Figure 1. Pin map (run 1).
Scale bar: 50 um. Pins as bars across the die edge, other pins in gray.
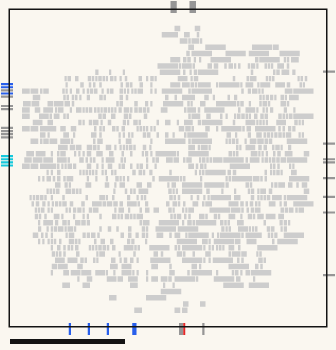
Figure 2. Logic cells by family (run 1).
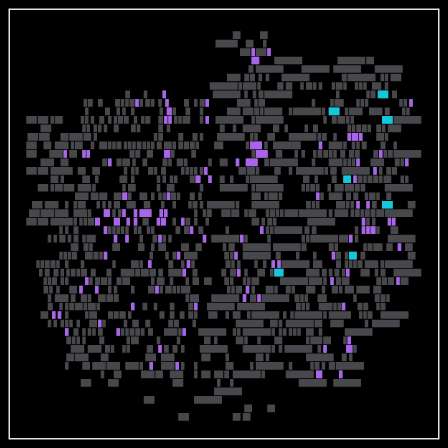
Figure 3. Clock wiring as the flow saved it (run 1).
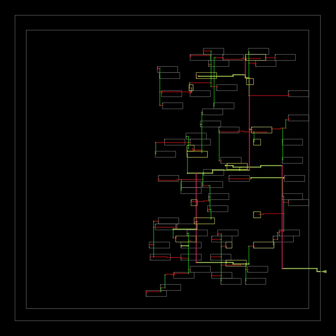
Design alu_pipe_flat, sky130hd; sources not shown.
==> run summary <==
Notes from the flow run.

Route:
- TritonRoute output was used to compute an average wire per cell of 15.8 um.
- The run gives the DRC violation count after routing as 0.
- For this run, the detailed router's first-pass iteration total came to 5.
- The run puts the total length of routed met2 wires at between 8 and 9 mm.
- In the final routing, the length of wire on met1 measures between 8 and 9 mm.
- The run puts the routed via count at 5,992.
- The run puts the remaining number of nets flagged by the antenna check after routing at 0.
- The routed design shows a via density per instance of a little over 5.
- Per the detail_route log, the uppermost layer with routed signals is met4.
- The run puts the aggregate routed wire length at between 15 and 20 mm.
- The run gives the routed length on met3 as approximately 960 um.
- The violation tally recorded at the end of detailed-routing iteration 0 is 532.

Flow run:
- The run puts the count of tool warnings at around 45.
- The run reported a max-capacitance violation count of 0.

Worst setup path:
- The run puts the worst reg-to-reg path cell count at 16.
- The run gives the critical path depth as 12.
- The run puts the longest individual stage delay on the worst path at around 0.5 ns.
- For flop-to-flop paths, the worst setup slack is between 0.3 and 0.4 ns.
- The cell sequence reported for the critical path is clkdlybuf4s50_1 > inv_1 > ha_1 > fa_1 > o22ai_1 > nor3_1 > nand2_1 > nand2_1 > nand2_1 > nor2_1 > nand4_1 > nand2_1.
- The run gives the slowest cell on the critical path as clkdlybuf4s50_1.
- The worst setup path is captured at a register.
- The run gives the worst path arrival time as between 3 and 4 ns.
- The run gives the required time reported for the critical path endpoint as 3.45 ns.
- For reference, the most critical setup path is categorized as in -> reg.
- Per STA, the worst path accumulates the most delay in the family simple AND/OR/NAND/NOR gates.
- STA classifies the critical path startpoint as a primary input.
- Per STA, the library cell used most along the worst path is nand2_1.
- Together, buffers and inverters on the worst path number 2.
- The run gives the maximum fanout count along the critical path as 3.

Clock tree:
- The run gives the number of cells upsized or downsized after cts as 0.
- The run puts the hold buffer count at cts at 0.
- TritonCTS built the clock tree.
- The clock drives between 50 and 60 sinks.
- The run gives the maximum level of the CTS H-tree as 3.
- The run gives the post-CTS setup repair buffer count as 0.
- The run gives the number of buffers on the longest clock path as 2.
- The run gives the clock network latency to the later pin of the worst-skew pair as approximately 0.34 ns.
- The run puts the clock-pin slew of the registers on the worst-case setup and hold paths at approximately 0.060 ns.
- The run gives the clock root buffer as clkbuf_16.

Final layout:
- The run gives the share of layout cells above drive strength 1 as 12.1%.
- The run puts the number of flip-flops and latches at roughly 58.
- The final layout report lists a non-clock buffer count of around 87.
- The run gives the area used by sequential logic in the layout as approximately 1500 um2.
- In this run the layout overhead on the synthesized area is reported as 20.2%.
- The run puts the combinational cell area excluding buffers and inverters at ~3700 um2.
- The run gives the number of nets in the layout as 1,033.
- The post-route utilization of the core is recorded as 42.9%.
- The run puts the non-filler instance count after layout at about 1.2k.
- The run puts the clock tree cell share of total cell area at 4.11%.
- The run gives the proportion of cell area occupied by registers as around a fifth.
- By area, the class that comes first in the final layout consists of logic gates.
- The run puts the number of logic gates at 692.
- Leaving out the clock tree, the finished layout contains an inverter count of ~110.
- The run puts the count of fill cells added during filler insertion at 1,731.
- The library cells used most frequently in the layout, excluding fill and tap cells, are nand2_1 (279), inv_1 (100), nor2_1 (87).
- The run gives the diode insertion count for antenna repair as 0.
- Non-clock buffering takes up 10.6% of total cell area after layout.

Global routing:
- The run gives the global routing met1 resource utilization as 27.0%.
- The first global-routing pass estimated 30.3 mm of wire.
- Per the GRT congestion report, total overflow comes to 0.
- The run puts the fraction of met3 tracks used by global routing at under 10%.
- The run puts the number of global-route vias before repair at between 5k and 6k.
- The run gives the most crowded layer after global routing as met2.
- The run puts the pin count of the biggest net entering global routing at slightly below 60.
- Global routing used between 30% and 40% of the available met2 tracks.
- The run puts the global router's overall resource usage at between 20% and 30%.
- The initial antenna violation count came to 0.

Pwr:
- The run gives the fraction of power consumed by the clock network as a little over a fifth.
- The clock network consumes a total of around 0.90 mW.
- Per report_power, the top consumer among the power groups is combinational cells.
- Of the total power, combinational logic draws between 50 and 60%.
- In this run the power density over the cells is slightly above 600 nW/um2.
- For the sequential group, total power comes out at 1.05 mW.
- The run puts the internal power summed over all cells at 2.05 mW.
- The run gives the power in combinational cells as approximately 2.3 mW.
- The run gives the net switching fraction of the power as approximately half.
- The net switching power in the latest report is 2.15 mW.
- The run gives the maximum vdd ir drop as around 0.43 mV.
- Per report_power, the sequential group accounts for 25.0% of the total.
- The run gives the leakage dissipation as around 3.6 nW.

Floorplanning:
- The run gives the number of placement rows as about 46.
- The run puts the number of tap cells added at floorplan at between 200 and 250.
- The run gives the floorplan utilization as a little over a third.
- The run puts the die outline area at roughly 19,000 um2.
- Pin placement for this block handled 38 I/O pins.
- The run puts the core area at ~16,000 um2.

Yosys:
- The run puts the yosys stat cell total at ~900.
- After Yosys synthesis, AND-OR and OR-AND compound gates account for about 15% of the synthesized area.
- Sorting the Yosys area breakdown by cell type puts at the top dfrtp_1.
- The run gives the number of distinct standard cells referenced by the synthesized netlist as 45.
- The run puts the sequential fraction of the synthesis area at 25.6%.
- The run gives the per-instance average area after synthesis as 6.37 um2.
- After Yosys synthesis, full adders, half adders and majority gates account for between 10% and 20% of the synthesized area.
- For this run, the leading register cell type out of synthesis is dfrtp_1.
- The run puts the register bit count reported by yosys at 58.
- The run puts the count of mapped cells out of synthesis at just under 900.
- The run gives the dominant kind of combinational cell as simple AND/OR/NAND/NOR gates.
- The run puts the simple-gate share of the synthesized area at 37.0%.
- Yosys attributes the largest share of cell area to dfrtp_1 (26%), nand2_1 (18%), ha_1 (9.7%).
- For this run, asynchronously set or reset flops after synthesis account for 100%.
- The run gives the count of library flops with an enable pin as 0.
- The run gives the yosys-reported design area after synthesis as ~5700 um2.
- The mapped netlist covers between 5000 and 6000 um2.
- Of the post-synthesis cell area, the dominant cell type holds around 26%.
- The run gives the fraction of synthesized area in multiplexers as 0%.
- The run gives the synthesized-area fraction occupied by xor and xnor cells as about 1.5%.
- The run gives the number of warnings printed during yosys synthesis as 0.

Status:
- The run finished with clean final reports.

Final timing:
- The run puts the count of final setup violators at 0.
- The run gives the clock period minus worst slack as ~2.8 ns.
- The run gives the post-route clock period utilization as around nine tenths.
- The worst path meets setup with 0.338 ns of slack.
- Adding up every negative setup slack in the final design gives 0 ns.
- Hold is met by 0.486 ns.
- Setup repair after global routing left no endpoint under its margin.
- The run gives the normalized max-slew margin as about half.
- The run gives the final number of hold-violating endpoints as 0.
- For the pin with the worst max-slew slack, the measured transition is between 0.7 and 0.8 ns.
- The run puts the fmax at 352 MHz.
- The run gives the max-slew violation count as 0.
- The run gives the worst clock skew as between 0.006 and 0.007 ns.

Placed design:
- The run puts the half-perimeter wire length of the detailed placement result at roughly 15 mm.
- At the placement stage, the worst setup path has a slack of approximately 0.024 ns.
- The run puts the global placer's final weighted congestion at 0.984.
- Once placement completed, the tool counted placed cells totaling approximately 1.2k.

Min path:
- The run gives the depth of the worst hold-timing path as 2.
- The most critical min-delay path falls under reg -> reg.
-- Figure 1 (at the start) --
red -> `bus_negative_flag`  # pins 1, direction output, edge south
cyan -> `bus_opcode`  # pins 4, direction input, edge west
blue -> `bus_b`  # pins 8, direction input, edge 5 south, 3 west
all pins by edge = 15 west, 9 south, 8 east, 6 north
Die X-Extent: 137 um
number of I/O port buffers: 37
DIE HEIGHT: 137 um

-- Figure 2 (at the start) --
purple -> NOR gates  # cells 104, most used nor2_1
cyan -> AND-OR and OR-AND gates  # cells 7, most used a32o_1
most common cell after layout, fill and taps aside: nand2_1
share of the final layout cell area in multi-input gates: 53.7%

-- Figure 3 (at the start) --
Num CTS Buffers: 9
number of clock-tree buffers in the layout: 9

==> run 1: cells in the mapped netlist, types with 5 or more instances <==
cell type and count:
clkbuf_1 8, o211ai_1 9, nand3b_1 6, ha_1 44, xor2_1 9, a21oi_1 39
inv_2 13, nand3_1 76, inv_1 101, o21ai_1 15, buf_2 13, dfrtp_1 58
nand4_1 14, nand2_1 279, nand2_2 5, o221ai_1 7, o21ai_0 40, a31oi_1 6
nor2_1 87, o22ai_1 11, nor3_1 6, nor2_2 5
==> run 1: metrics by stage <==
step                power, mW  cell area, um2
detailed placement       3.31            6530
global placement         3.32            6530
floorplan                2.59            5540
finish                   4.21            6810
CTS                      4.23            6810
global route             4.47            6810
==> run 1: logic make-up after synthesis <==
kind of cell	after synthesis
flops	58
simple gates	491
compound gates	144
buf+inv	140
fa+ha+maj	47
xor+xnor	10
Power is estimated from default activity; no workload was simulated.
